`config.mk`:
```
export PLATFORM = sky130hd
export DESIGN_NAME = simd_issue_ctrl
export DESIGN_NICKNAME = d
export VERILOG_FILES = /design/src/rtl/simd_pkg.sv /design/src/rtl/simd_instr_fifo.sv /design/src/rtl/simd_issue_ctrl.sv
export SDC_FILE = /design/constraint.sdc
export NUM_CORES = 1
export LEC_CHECK = 0
export ABC_AREA = 1
export CORE_UTILIZATION = 40
export CTS_CLUSTER_SIZE = 16
export DETAILED_ROUTE_END_ITERATION = 12
export MAX_ROUTING_LAYER = met4
export PLACE_DENSITY_LB_ADDON = 0.15
export SYNTH_ARGS = -nofsm -noshare
export SYNTH_HDL_FRONTEND = slang
export SYNTH_SLANG_ARGS = --single-unit
```
`constraint.sdc`:
```
create_clock -name clk -period 3 [get_ports clk]
set_input_delay 0.45 -clock clk [delete_from_list [all_inputs] [get_ports clk]]
set_output_delay 0.45 -clock clk [all_outputs]
set_load 0.02 [all_outputs]
```
`src/rtl/simd_pkg.sv`:
```
// Shared types, opcodes and field helpers for the SIMD issue controller.
// Instruction layout: [11:8] op, [7:6] bw, [5:4] fc, [3:2] fb, [1:0] fa.
package simd_pkg;

  localparam logic [3:0] OP_ADD = 4'd0;
  localparam logic [3:0] OP_SUB = 4'd1;
  localparam logic [3:0] OP_MUL = 4'd2;
  localparam logic [3:0] OP_MAC = 4'd3;
  localparam logic [3:0] OP_SHL = 4'd4;
  localparam logic [3:0] OP_SHR = 4'd6;
  localparam logic [3:0] OP_AND = 4'd8;
  localparam logic [3:0] OP_OR  = 4'd9;
  localparam logic [3:0] OP_XOR = 4'd10;
  localparam logic [3:0] OP_NOT = 4'd11;

  localparam logic [11:0] BUBBLE_INSTR = 12'hFFF;

  typedef struct packed {
    logic [2:0]      v;
    logic [2:0][3:0] r;
  } src_t;

  typedef struct packed {
    logic       vld;
    logic [3:0] dest;
  } sb_ent_t;

  function automatic logic [3:0] op_f(logic [11:0] i);
    return i[11:8];
  endfunction

  function automatic logic [1:0] bw_f(logic [11:0] i);
    return i[7:6];
  endfunction

  function automatic logic [1:0] fc_f(logic [11:0] i);
    return i[5:4];
  endfunction

  function automatic logic [1:0] fb_f(logic [11:0] i);
    return i[3:2];
  endfunction

  function automatic logic [1:0] fa_f(logic [11:0] i);
    return i[1:0];
  endfunction

  function automatic logic [3:0] dest_f(logic [11:0] i);
    return {bw_f(i), fc_f(i)};
  endfunction

  function automatic src_t src_regs(logic [11:0] i);
    src_t       s;
    logic [3:0] op;
    logic [3:0] ra;
    logic [3:0] rb;
    logic [3:0] rd;
    logic [3:0] rl;
    s  = '0;
    op = op_f(i);
    ra = {bw_f(i), fa_f(i)};
    rb = {bw_f(i), fb_f(i)};
    rd = dest_f(i);
    rl = {fb_f(i), fa_f(i)};
    unique case (1'b1)
      op inside {OP_ADD, OP_SUB, OP_MUL}: begin
        s.v = 3'b011;
        s.r = {4'h0, rb, ra};
      end
      op == OP_MAC: begin
        s.v = 3'b111;
        s.r = {rd, rb, ra};
      end
      op inside {OP_SHL, OP_SHR}: begin
        s.v = 3'b001;
        s.r = {4'h0, 4'h0, ra};
      end
      op inside {OP_AND, OP_OR, OP_XOR}: begin
        s.v = 3'b101;
        s.r = {rd, 4'h0, rl};
      end
      op == OP_NOT: begin
        s.v = 3'b001;
        s.r = {4'h0, 4'h0, rl};
      end
      default: s = '0;
    endcase
    return s;
  endfunction

endpackage

```
`src/rtl/simd_instr_fifo.sv`:
```
// Synchronous instruction FIFO with occupancy count.
// A push and a pop on the same edge are both honoured.
module simd_instr_fifo #(
  parameter int DEPTH = 4,
  parameter int W     = 12,
  parameter int CW    = $clog2(DEPTH) + 1
) (
  input  logic          clk,
  input  logic          rst_n,
  input  logic          push_i,
  input  logic          pop_i,
  input  logic [W-1:0]  wdata_i,
  output logic [W-1:0]  rdata_o,
  output logic [CW-1:0] count_o,
  output logic          full_o,
  output logic          empty_o
);

  localparam int AW = $clog2(DEPTH);

  logic [W-1:0]  mem_q [DEPTH];
  logic [AW-1:0] wptr_q;
  logic [AW-1:0] rptr_q;
  logic [CW-1:0] cnt_q;

  always_ff @(posedge clk) begin
    if (push_i) mem_q[wptr_q] <= wdata_i;
  end

  always_ff @(posedge clk or negedge rst_n) begin
    if (!rst_n) begin
      wptr_q <= '0;
      rptr_q <= '0;
      cnt_q  <= '0;
    end else begin
      if (push_i) wptr_q <= wptr_q + AW'(1);
      if (pop_i)  rptr_q <= rptr_q + AW'(1);
      cnt_q <= cnt_q + CW'(push_i) - CW'(pop_i);
    end
  end

  assign rdata_o = mem_q[rptr_q];
  assign count_o = cnt_q;
  assign full_o  = (cnt_q == CW'(DEPTH));
  assign empty_o = (cnt_q == '0);

endmodule

```
`src/rtl/simd_issue_ctrl.sv`:
```
// Issue controller for the 4-stage SIMD datapath: one word per clock,
// bubbles on empty FIFO or RAW hazard, plus retire and stall reporting.
module simd_issue_ctrl
  import simd_pkg::*;
#(
  parameter int FIFO_DEPTH = 4,
  parameter int PIPE_LAT   = 4,
  parameter int CNT_W      = 16
) (
  input  logic             clk,
  input  logic             rst,
  input  logic             in_valid,
  input  logic [11:0]      in_instr,
  output logic             in_ready,
  output logic [11:0]      issue_instr,
  output logic             issue_real,
  output logic             retire_valid,
  output logic [3:0]       retire_dest,
  output logic [CNT_W-1:0] stall_cnt,
  output logic [2:0]       fifo_level,
  output logic             busy
);

  localparam int SB_N  = PIPE_LAT - 1;
  localparam int LVL_W = $clog2(FIFO_DEPTH) + 1;

  logic [11:0]      head;
  logic [LVL_W-1:0] lvl;
  logic             full;
  logic             empty;
  logic             push;
  logic             pop;
  logic             hazard;
  logic             sb_any;
  src_t             src;

  sb_ent_t [SB_N-1:0] sb_q;
  sb_ent_t            ret_q;

  logic [11:0]      issue_instr_q;
  logic             issue_real_q;
  logic             retire_valid_q;
  logic [3:0]       retire_dest_q;
  logic [CNT_W-1:0] stall_cnt_q;
  logic [CNT_W-1:0] stall_cnt_d;

  simd_instr_fifo #(
    .DEPTH (FIFO_DEPTH),
    .W     (12),
    .CW    (LVL_W)
  ) u_fifo (
    .clk     (clk),
    .rst_n   (rst),
    .push_i  (push),
    .pop_i   (pop),
    .wdata_i (in_instr),
    .rdata_o (head),
    .count_o (lvl),
    .full_o  (full),
    .empty_o (empty)
  );

  assign src = src_regs(head);

  always_comb begin
    hazard = 1'b0;
    sb_any = 1'b0;
    for (int e = 0; e < SB_N; e++) begin
      sb_any = sb_any | sb_q[e].vld;
      for (int k = 0; k < 3; k++) begin
        if (sb_q[e].vld && src.v[k] &&
            sb_q[e].dest == src.r[k])
          hazard = 1'b1;
      end
    end
  end

  assign pop      = !empty && !hazard;
  assign in_ready = !full || pop;
  assign push     = in_valid && in_ready;

  always_comb begin
    stall_cnt_d = stall_cnt_q;
    if (!empty && !pop && stall_cnt_q != '1)
      stall_cnt_d = stall_cnt_q + CNT_W'(1);
  end

  // ret_q adds the final cycle so retire lands PIPE_LAT after issue
  always_ff @(posedge clk or negedge rst) begin
    if (!rst) begin
      issue_instr_q  <= BUBBLE_INSTR;
      issue_real_q   <= 1'b0;
      sb_q           <= '0;
      ret_q          <= '0;
      retire_valid_q <= 1'b0;
      retire_dest_q  <= '0;
      stall_cnt_q    <= '0;
    end else begin
      issue_instr_q  <= pop ? head : BUBBLE_INSTR;
      issue_real_q   <= pop;
      sb_q           <= {sb_q[SB_N-2:0],
                         sb_ent_t'({pop, dest_f(head)})};
      ret_q          <= sb_q[SB_N-1];
      retire_valid_q <= ret_q.vld;
      retire_dest_q  <= ret_q.dest;
      stall_cnt_q    <= stall_cnt_d;
    end
  end

  assign issue_instr  = issue_instr_q;
  assign issue_real   = issue_real_q;
  assign retire_valid = retire_valid_q;
  assign retire_dest  = retire_dest_q;
  assign stall_cnt    = stall_cnt_q;
  assign fifo_level   = 3'(lvl);
  assign busy         = !empty || sb_any;

endmodule

```
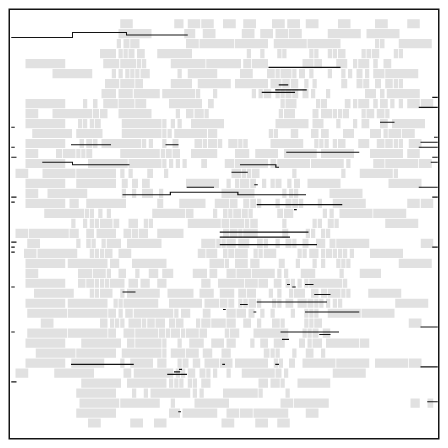
Figure 1: run 1, the metal 3 layer.
Cells faint in the background.
longest straight run: 26.2 um
main direction: horizontal
share of all routed wire: 3.5%
nets with wire on the layer: 51
wire length on this layer: 453 um

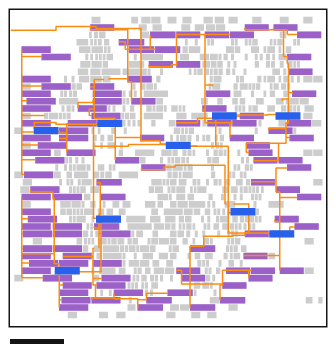
Figure 2: run 1, routed clock nets over the placement.
Bar = 20 um.
[orange] clock wires | length: 1290 um
[blue] cells driving clock nets | count: 9
[purple] flip-flops | count: 108
routed clock nets: 10
flops lie: all over the die

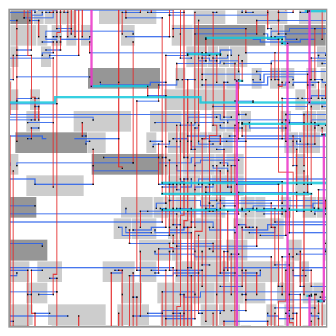
Figure 3: run 1, a small window of the routed layout.
Region (38, 38) to (78, 78) um. Cells in gray, sequential cells in the stronger gray; small squares are vias.
[blue] met1
[red] met2
[magenta] met4
[cyan] met3
netlist names of flops here include: `sb_q` (4), `u_fifo.rptr_q` (1)
most frequent: nand2_1 (26), nand3_1 (15), buf_4 (11)
cells with their middle in the window: 117
sequential cells in the window: 5

==> results.yml, run 1 <==
# synthesis and place-and-route metrics
yosys:
  syn_inst: 589
  ys_cells: 589
  synth_flops: 108
  yosys_area_mm2: 0.00526
  synth_area_mm2: 0.00526
  synth_cell_types: 35
  fp_nets: 612
  avgSynthCellArea_um2: 8.92
  synth_seq_share_pct: 56.3
  ys_warn_count: 0
sta:
  min_period_ns: 3.06
  slew_headroom_pct: 49.5
  drv_slew: 0
  rsz0062_at_grt: "yes"
  hold_viol: 0
  fin_skew_ns: 0.0149
  tns_ns: -0.0983
  post-route-period-util_pct: 102
  setup_viol: 3
  tightest_slew_ns: 0.758
  fmax_mhz: 327
  fin_ws_ns: -0.0618
critical_path:
  critPathCaptureType: "flop"
  reg2reg_to: "u_fifo.count_o[1]"
  slowest_delay_ns: 0.53
  path_class: "flop to flop"
  worstPathArrival_ns: 3.32
  r2r.worst_path.cells: 22
  r2r_setup_slack_ns: -0.06
  crit_slowest_cell: "fa_2"
  cp_max_fo: 6
  start_kind: "flop"
  path_cells: "clkinv_4 > buf_6 > or2_0 > nand2_1 > nand2_4 > nand3_4 > nand2_2 > nand2_2 > inv_2 > nand3_2 > nand2_1 > nor2_1 > nand2_1 > nor2_2 > nand2_4 > nor2_8 > ha_4 > inv_4 > ha_4 > inv_2 > fa_2 > inv_2"
  r2r-start: "u_fifo.rptr_q[0]"
  cp_data_required_time_ns: 3.26
finish:
  layout_top_cells: "nand2_1 (174), clkdlybuf4s50_1 (51), edfxtp_1 (48)"
  antenna_cells: 0
  syn_to_final_growth_pct: 34.5
  nets: 715
  layout_top_cell: "nand2_1"
  drive_gt1_share_pct: 26.0
  final_util_pct: 55.5
floorplan:
  num_rows: 41
  chipArea_mm2: 0.0136
  die_h_um: 117
  fp.dieW_um: 117
  coreArea_mm2: 0.0127
  boundaryPins: 54
  fp-utilization_pct: 41.3
clocking:
  cts_tree: "done"
  htree_num_levels: 3
  clock_path_buffers: 2
  clock_sinks: 108
  ctsHoldBuffers: 0
  cts_resized: 20
  cts_buffers: 9
  post_cts.repair.setup_buffers: 3
  cts_root_buffer: "clkbuf_16"
  clkTransAtPathRegs_ns: 0.08
  clk_latency_ns: 0.36
place:
  place.gp.congestion: 0.907
  numPortBuffers: 53
  hpwlAfterDp_mm: 8.74
run:
  maxCapViolations: 0
  log.warning_count: 32
detailed_routing:
  remaining_drc_errors: 0
  wl_mm: 12.8
  dr.pass1.iters: 4
  first_iter_violations: 268
  routedWlPerCell_um: 14.8
  ant_nets: 0
  vias: 4227
  viasPerCell: 4.86
run_status:
  status: "finished, violations left"
  violations: "negative setup slack"
worst_hold_path:
  hold_path.class: "primary input to asynchronous set/reset pin"
global_routing:
  grt_max_degree: 61
  grt_pass1_wl_mm: 19.9
  antenna_found_initial: 0
  overflow: 0
  grt_usage_pct: 20.1
  grt_pass1_vias: 3946
pwr:
  vdd_drop_max_mv: 0.591
  p_leak_nw: 3.15
  power_density_mw_per_mm2: 1280
## run 1: worst max path at each step
| stage | from | to | slack [ns] |
|---|---|---|---|
| after floorplan | u_fifo.rptr_q[1] | u_fifo.count_o[1] | -0.01 |
| after global placement | u_fifo.rptr_q[1] | u_fifo.count_o[1] | -0.09 |
| after detailed placement | u_fifo.rptr_q[0] | u_fifo.count_o[1] | -0.11 |
| after CTS | u_fifo.rptr_q[0] | u_fifo.count_o[1] | -0.06 |
| after global routing | u_fifo.rptr_q[0] | u_fifo.count_o[1] | -0.23 |
| final | u_fifo.rptr_q[0] | u_fifo.count_o[1] | -0.06 |
## run 1: cell usage after synthesis (all sizes together)
master / n / share of area (%)
fa: 1 / 0.38
xor2: 12 / 2.0
nand4: 20 / 2.4
dfrtp: 48 / 23
nand3: 65 / 6.5
edfxtp: 48 / 27
nand2: 219 / 16
nor4: 2 / 0.24
a21oi: 3 / 0.29
clkinv: 1 / 0.071
clkbuf: 3 / 0.21
o2111ai: 1 / 0.17
o211ai: 1 / 0.14
dfstp: 12 / 6.0
nor3: 8 / 0.76
nand3b: 2 / 0.29
nor3b: 1 / 0.14
buf: 13 / 2.2
xnor2: 6 / 1.0
inv: 58 / 4.1
o21ai: 6 / 0.57
or2: 2 / 0.24
nor2: 49 / 3.9
ha: 7 / 1.7
or3: 1 / 0.12
## run 1: sequential cells by signal, summed over array words and instances, names as in the netlist, 2 cells and up
signal          count
u_fifo.mem_q       48
sb_q               14
stall_cnt          16
ret_q               5
u_fifo.rptr_q       2
u_fifo.wptr_q       2
u_fifo.count_o      3
retire_dest         4
issue_instr        12
## run 1: cells by family (layout without fill, tap and decap cells)
family / count (synthesis) / count (layout) / synth area share (%)
compound gates: 11 / 11 / 1.17
fa+ha+maj: 8 / 8 / 2.05
buf+inv: 75 / 183 / 6.60
xor+xnor: 18 / 18 / 3.00
flops: 108 / 108 / 56.3
simple gates: 369 / 369 / 30.9
## run 1: layer usage
layer / vias to the layer above / global-route usage (%) / part of all wire (%)
met5: - / - / 0
met1: 1998 / 27.0 / 45
met2: 89 / 30.2 / 49
li1: 2116 / - / -
met3: 24 / 4.10 / 3.5
met4: 0 / 7.26 / 2.3
## run 1: worst max-delay path: cells and delay by family, from the launching register on
family	cells	cell delay, ns
adders and majority gates	3	0.85
buffers and inverters	6	0.41
DFF	1	0.49
and+or+nand+nor	13	1.22
## run 1: power by group
part,internal [mW],switching (mW)
registers,2.11,0.339
clock network,0.586,0.581
logic,2.21,3.21
## run 1: per-stage QoR
step           hold slack [ns]  instances  area (um2)  setup slack [ns]  total power [mW]
2_1_floorplan            0.154        589        5340           -0.0123              5.46
3_3_place_gp             0.332        836        6290           -0.0921              6.97
3_5_place_dp             0.336        836        6290            -0.106              7.00
4_1_cts                  0.282        855        6660           -0.0595              8.34
5_1_grt                  0.323        869        7070            -0.234              9.73
6_report                 0.238        869        7070           -0.0618              9.03
## run 1: layout make-up
class | count | area [um2]
repair inverters | 1 | 6.26
clock inverters | 7 | 67.6
well taps | 172 | 215
flip-flops and latches | 108 | 2960
clock buffers | 9 | 225
inverters | 59 | 241
fillers | 1178 | 5660
multi-input cells | 406 | 2320
repair buffers | 107 | 1030
Figure 4. Wire density map (run 1).
Bar = 20 um. The die is cut into 23 by 23 equal tiles; white is low, dark blue is high, scaled to the fullest tile. Values are wire area over tile area, all layers added.
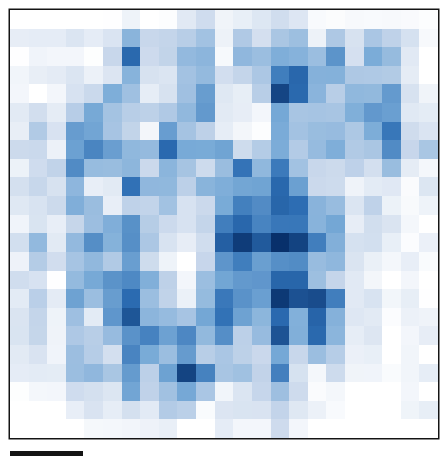

--- run 2 (diff from run 1) ---
REMOVE_ABC_BUFFERS = 1   (was not set)
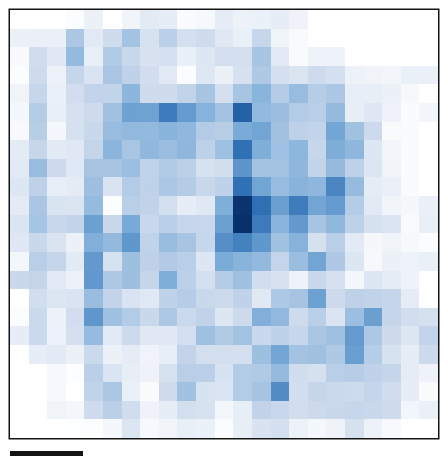
Figure 5: run 2, wire density map.
Bar = 20 um. The die is cut into 23 by 23 equal tiles; white is low, dark blue is high, scaled to the fullest tile. Values are wire area over tile area, all layers added.
densest ninth of the die: center
mean over tiles: 0.15
tiles over half the peak: 7.2%
emptiest ninth of the die: north-east

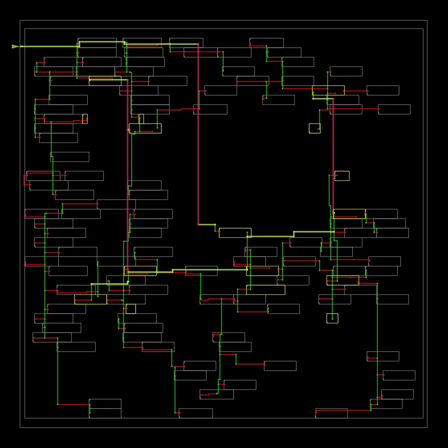
Figure 6: run 2, clock nets.
flop count: 108
clock-net power: 1.20 mW
Worst-Skew Late Latency: 0.35 ns
TritonCTS Buffers: 9
Clock Skew: 0.0107 ns

==> run 2 against run 1 <==
Net effect: the run still ends with negative setup slack left; hold slack got worse by 0.17 ns; cell count up 0.69%; via count grew 0.73%; synthesized cell count stayed put; design area grew 0.58%; clock skew is 0.0042 ns lower; first-iteration DRC count fell by 18%; register-to-register slack is essentially flat; setup slack lost 0.0023 ns; synthesized area unchanged; sequential cell count stayed put; routed wire length shrank 1.2%; largest cell class unchanged.
==> results.yml, run 2 <==
# synthesis and place-and-route metrics
run_status:
  status: "finished, violations left"
  violations: "negative setup slack"
finish:
  layout_top_cell: "nand2_1"
  largest_register_ffs: 48
  layout_top_cells: "nand2_1 (171), clkdlybuf4s50_1 (51), nand3_1 (49), inv_1 (49), edfxtp_1 (48)"
  nFillCells: 1183
  syn_to_final_growth_pct: 35.2
  largest_register: "u_fifo.mem_q"
  final-comb-area_mm2: 0.00230
  nets: 721
  fin_area_mm2: 0.00711
  drive_gt1_share_pct: 26.0
  layout.cells.non_filler: 875
global_routing:
  grt_pass1_wl_mm: 19.8
  antenna_found_initial: 0
  grt_usage_pct: 20.1
  met1_usage_pct: 26.6
  grt_max_degree: 23
  met3_usage_pct: 3.27
  overflow: 0
  grt_pass1_vias: 3836
yosys:
  top_cell: "nand2_1"
  ys_sh_xor_pct: 3.00
  synth_top_area_share_pct: 27.4
  ys_warn_count: 0
  yosys-top-cells-count: "nand2_1 (206), nand3_1 (62), inv_1 (53)"
  top_logic_kind: "simple AND/OR/NAND/NOR gates"
  synth_seq_share_pct: 56.3
  mux_share_pct: 0
  synth_area_mm2: 0.00526
  ys_sh_adder_pct: 2.05
  synth_flops: 108
  avgSynthCellArea_um2: 8.92
  synth_top_flop_cell: "edfxtp_1"
  async_flop_share_pct: 55.6
  syn_inst: 589
  synth_cell_types: 35
  ys_cells: 589
  edf_count: 48
  synth.cellmix.simpleShare_pct: 30.9
critical_path:
  r2r.worst_path.cells: 23
  path_cells: "inv_4 > clkbuf_16 > nand2_4 > nand3_2 > nand2_4 > buf_6 > nand3_2 > nand2_1 > nand2_1 > nor2_1 > nand2_1 > nand2_1 > nor2_2 > nand2_2 > nor2_4 > nand2_4 > nor2_8 > ha_4 > inv_2 > ha_4 > inv_2 > fa_1 > inv_1"
  path_depth: 23
  start_kind: "flop"
  cp.buffers_inverters: 6
  crit_start: "u_fifo.rptr_q[0]"
  cp_max_fo: 5
  cpLargestDelayFamily: "simple AND/OR/NAND/NOR gates"
  worstPathArrival_ns: 3.31
  r2r-start: "u_fifo.rptr_q[0]"
  crit_slowest_cell: "fa_1"
  slowest_delay_ns: 0.50
detailed_routing:
  remaining_drc_errors: 0
  first_iter_violations: 219
  ant_nets: 0
  dr.pass1.iters: 4
  vias: 4258
  viasPerCell: 4.87
  routedWlPerCell_um: 14.5
pwr:
  seqPwrFrac_pct: 27.1
  power_density_mw_per_mm2: 1260
  intPower_mw: 4.96
  power.switching_mw: 4.02
  p_leak_nw: 3.17
  vdd_drop_max_mv: 0.468
  p_comb_share_pct: 59.6
  sw_frac_of_total_pct: 44.8
sta:
  whs_ns: 0.0648
  tns_ns: -0.125
  slew_headroom_pct: 59.4
  drv_slew: 0
  rsz0062_at_grt: "yes"
  fin_ws_ns: -0.0641
  post-route-period-util_pct: 102
  tightest_slew_ns: 0.609
  setup_viol: 2
clocking:
  clkTransAtPathRegs_ns: 0.07
  clock_path_buffers: 2
  clock_sinks: 108
  cts_root_buffer: "clkbuf_16"
  htree_num_levels: 3
run:
  maxCapViolations: 0
  log.warning_count: 30
worst_hold_path:
  hold_path.class: "primary input to asynchronous set/reset pin"
floorplan:
  die_h_um: 117
  chipArea_mm2: 0.0136
  boundaryPins: 54
  fp.dieW_um: 117
  coreArea_mm2: 0.0127
  num_rows: 41
  fp-utilization_pct: 41.3
place:
  numPortBuffers: 53
  place_inst: 841
  place_area_mm2: 0.00624
  hpwlAfterDp_mm: 9.06
## run 2: power by group through the flow
stage | Sequential, mW | Combinational [mW] | Clock [mW]
2_1_floorplan | 2.63 | 2.32 | 0
3_3_place_gp | 2.44 | 4.36 | 0
3_5_place_dp | 2.44 | 4.37 | 0
4_1_cts | 2.41 | 4.48 | 1.24
5_1_grt | 2.49 | 5.87 | 1.28
6_report | 2.43 | 5.35 | 1.20
## run 2: per-layer routing
layer  vias up  wire length [um]  part of all wire, %
met5         -                 0                    0
met4         0               289                  2.3
met3        22               491                  3.9
met2        88              6050                   48
met1      2021              5840                   46
li1       2127                 -                    -
## run 2: what timing repair did
action	4_1_cts	5_1_grt
buffers inserted	3	12
setup endpoints to repair	51	67
gates resized	13	101
hold buffers	0	0
pin swaps	3	24
gates cloned	0	3
## run 2: kinds of logic after synthesis
kind of cell	Yosys count
DFF	108
AOI/OAI and AO/OA	11
buffers and inverters	75
xor gates and xnor gates	18
and+or+nand+nor	369
adders and majority gates	8
## run 2: cell type report
class	instances	share of cell area, %
timing repair buffer	114	15.5
multi-input combinational	406	32.3
clock buffer	10	3.22
clock inverter	6	0.986
tap	172	3.03
inverter	59	3.33
sequential	108	41.6
## run 2: per-stage QoR
stage               utilization (%)  power [mW]  worst slack (ns)
finish                         55.9        8.98           -0.0641
floorplan                         -        4.95            -0.681
CTS                            51.8        8.13           -0.0763
global placement               49.1        6.80            -0.160
global route                   55.9        9.65            -0.230
detailed placement             49.1        6.81            -0.141
## run 2: worst paths after layout
| check | end | slack [ns] |
|---|---|---|
| min in group clk | retire_dest[1] | 0.35 |
| max in group asynchronous | issue_instr[6] | 2.21 |
| min reg2reg | retire_dest[1] | 0.35 |
| min | stall_cnt[12] | 0.06 |
| max reg2reg | u_fifo.count_o[1] | -0.06 |
| max | u_fifo.count_o[1] | -0.06 |
Figure 7. The metal 3 layer (run 2).
Cells faint in the background.
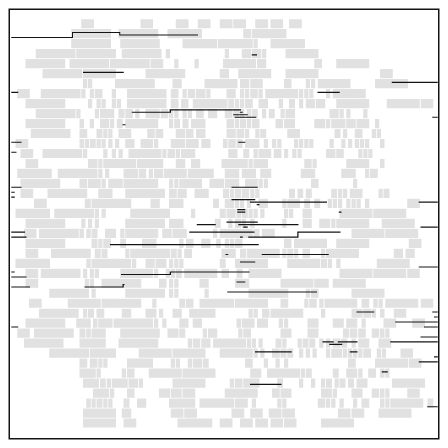

--- run 3 (diff from run 2) ---
SKIP_CTS_REPAIR_TIMING = 1   (was not set)
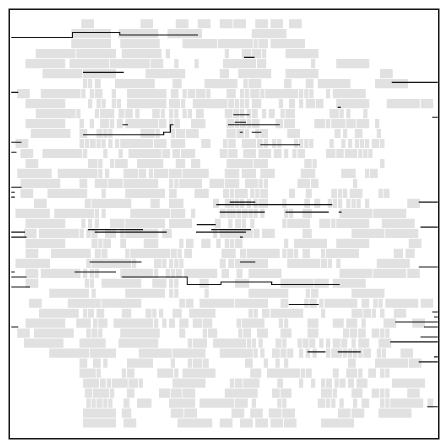
Figure 8: run 3, the metal 3 layer.
Cells faint in the background.
longest straight run: 31.3 um
nets with wire on the layer: 46
main direction: horizontal
share of all routed wire: 3.6%

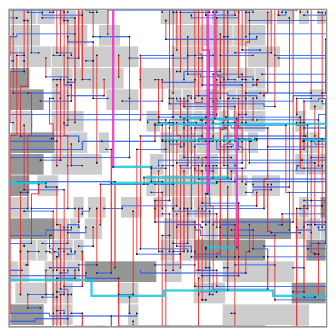
Figure 9: run 3, a small window of the routed layout.
Region (38, 38) to (78, 78) um. Cells in gray, sequential cells in the stronger gray; small squares are vias.
[magenta] met4
[blue] met1
[cyan] met3
[red] met2
cells with their middle in the window: 117
sequential cells in the window: 5
netlist names of flops here include: `sb_q` (3), `u_fifo.mem_q` (2)
most frequent: nand2_1 (29), nand3_1 (13), inv_1 (10)

==> run 3 against run 2 <==
Net effect: the flow still finishes with violations (negative setup slack); clock skew about the same; sequential share of layout area increased by 0.16 points; hold slack got worse by 0.0037 ns; sequential cell count unchanged; critical path type unchanged; non-clock buffer count decreased by 5; global-route usage decreased by 0.13 points; combinational power decreased by 0.9%; sequential power about the same; largest power group unchanged; first-iteration DRC count increased by 5.9%.
==> results.yml, run 3 <==
# synthesis and place-and-route metrics
run_status:
  status: "finished, violations left"
  violations: "negative setup slack"
global_routing:
  grt_max_degree: 23
  grt_pass1_wl_mm: 19.6
  grt_usage_pct: 20.0
  antenna_found_initial: 0
  overflow: 0
  grt_pass1_vias: 3792
sta:
  slew_headroom_pct: 56.5
  rsz0062_at_grt: "yes"
  whs_ns: 0.0611
  setup_viol: 3
  drv_slew: 0
  fin_skew_ns: 0.0107
  tightest_slew_ns: 0.653
  post-route-period-util_pct: 102
  tns_ns: -0.0946
  fin_ws_ns: -0.0490
  fmax_mhz: 328
clocking:
  clock_sinks: 108
  cts_buffers: 9
  htree_num_levels: 3
  clkTransAtPathRegs_ns: 0.07
  clock_path_buffers: 2
  cts_tree: "done"
  cts_root_buffer: "clkbuf_16"
  clk_latency_ns: 0.35
finish:
  nFillCells: 1187
  drive_gt1_share_pct: 25.4
  layout_top_cells: "nand2_1 (171), inv_1 (51), clkdlybuf4s50_1 (51)"
  nets: 716
  fin_area_mm2: 0.00708
  largest_register: "u_fifo.mem_q"
  largest_register_ffs: 48
  antenna_cells: 0
  layout_top_cell: "nand2_1"
  layout.cells.non_filler: 870
  syn_to_final_growth_pct: 34.7
critical_path:
  path_cells: "inv_4 > clkbuf_16 > nand2_1 > nand3_2 > nand2_4 > nand2_4 > nand2_4 > inv_1 > nor2_1 > nand3_1 > nor2_1 > nand2_1 > nand2_2 > nor2_4 > nand2_4 > nor2_8 > ha_4 > inv_1 > ha_1 > inv_1 > fa_1 > inv_1"
  path_depth: 22
  path_class: "flop to flop"
  r2r.worst_path.cells: 22
  crit_slowest_cell: "fa_1"
  cp_data_required_time_ns: 3.25
  worstPathArrival_ns: 3.30
  cpLargestDelayFamily: "simple AND/OR/NAND/NOR gates"
  start_kind: "flop"
  slowest_delay_ns: 0.48
  cp.buffers_inverters: 6
  cp_max_fo: 7
detailed_routing:
  wl_mm: 12.9
  ant_nets: 0
  dr.pass1.iters: 4
  routedWlPerCell_um: 14.8
  vias: 4259
  remaining_drc_errors: 0
  first_iter_violations: 232
  viasPerCell: 4.90
yosys:
  synth_seq_share_pct: 56.3
  synth_cell_types: 35
  avgSynthCellArea_um2: 8.92
  top_cell: "nand2_1"
  yosys-top-cells-count: "nand2_1 (206), nand3_1 (62), inv_1 (53)"
  edf_count: 48
  synth_area_mm2: 0.00526
  yosys_area_mm2: 0.00526
  synth_top_flop_cell: "edfxtp_1"
  syn_inst: 589
  async_flop_share_pct: 55.6
  ys_warn_count: 0
  synth_flops: 108
  ys_cells: 589
  synth_top_area_share_pct: 27.4
  largest_area_cell: "edfxtp_1"
  yosys-top-cells-area: "edfxtp_1 (27%), dfrtp_1 (23%), nand2_1 (15%)"
pwr:
  vdd_drop_max_mv: 0.463
  power_density_mw_per_mm2: 1260
  p_leak_nw: 3.17
  total_power_mw: 8.94
place:
  place_inst: 841
  hpwlAfterDp_mm: 9.06
  place_area_mm2: 0.00624
  numPortBuffers: 53
floorplan:
  num_rows: 41
  boundaryPins: 54
  fp-utilization_pct: 41.3
  fp.dieW_um: 117
  chipArea_mm2: 0.0136
  die_h_um: 117
  coreArea_mm2: 0.0127
run:
  maxCapViolations: 0
  log.warning_count: 29
worst_hold_path:
  hold_path.class: "primary input to asynchronous set/reset pin"
[run 3: cell type report]
type / count / area [um2] / area share (%)
flip-flops and latches: 108 / 2960 / 41.8
inverters: 59 / 234 / 3.31
multi-input cells: 406 / 2310 / 32.6
repair buffers: 109 / 1060 / 15.0
well taps: 172 / 215 / 3.04
clock buffers: 10 / 229 / 3.23
clock inverters: 6 / 70.1 / 0.990
[run 3: metal layers]
metal / wire length [um] / GRT usage [%]
met5: 0 / -
met4: 240 / 7.34
met3: 459 / 3.27
met2: 6320 / 31.0
met1: 5870 / 26.4
[run 3: worst register-to-register path: cells and delay by family (launching register included)]
family	cells	cell delay, ns
fa+ha+maj	3	0.80
buf+inv	6	0.45
flops	1	0.45
simple gates	13	1.25
[run 3: final timing paths]
kind / startpoint / to / slack, ns
min in group clk: ret_q[1] / retire_dest[1] / 0.35
worst min-delay path: rst / stall_cnt[12] / 0.06
worst max-delay path: u_fifo.rptr_q[0] / u_fifo.count_o[1] / -0.05
worst min register to register: ret_q[1] / retire_dest[1] / 0.35
worst max register to register: u_fifo.rptr_q[0] / u_fifo.count_o[1] / -0.05
max in group asynchronous: rst / issue_instr[6] / 2.22
[run 3: cell families (layout without fill, tap and decap cells)]
logic type,after synthesis,count (layout),share of synthesized area [%]
AND/OR/NAND/NOR,369,369,30.9
buffers and inverters,75,184,6.60
adder cells (fa/ha/maj),8,8,2.05
flip-flops,108,108,56.3
AND-OR/OR-AND,11,11,1.17
XOR/XNOR,18,18,3.00
[run 3: stage by stage]
step                utilization (%)  setup WS, ns
finish                         55.6       -0.0490
global route                   55.6        -0.299
CTS                            51.4        -0.505
detailed placement             49.1        -0.141
global placement               49.1        -0.160
floorplan                         -        -0.681
[run 3: where the power goes]
group	internal, mW	switching, mW	total [mW]	leakage [nW]
clock	0.657	0.547	1.20	0.143
sequential	2.11	0.326	2.44	1.15
combinational	2.12	3.18	5.30	1.88
total	4.89	4.06	8.94	3.17
Power is estimated from default activity; no workload was simulated.
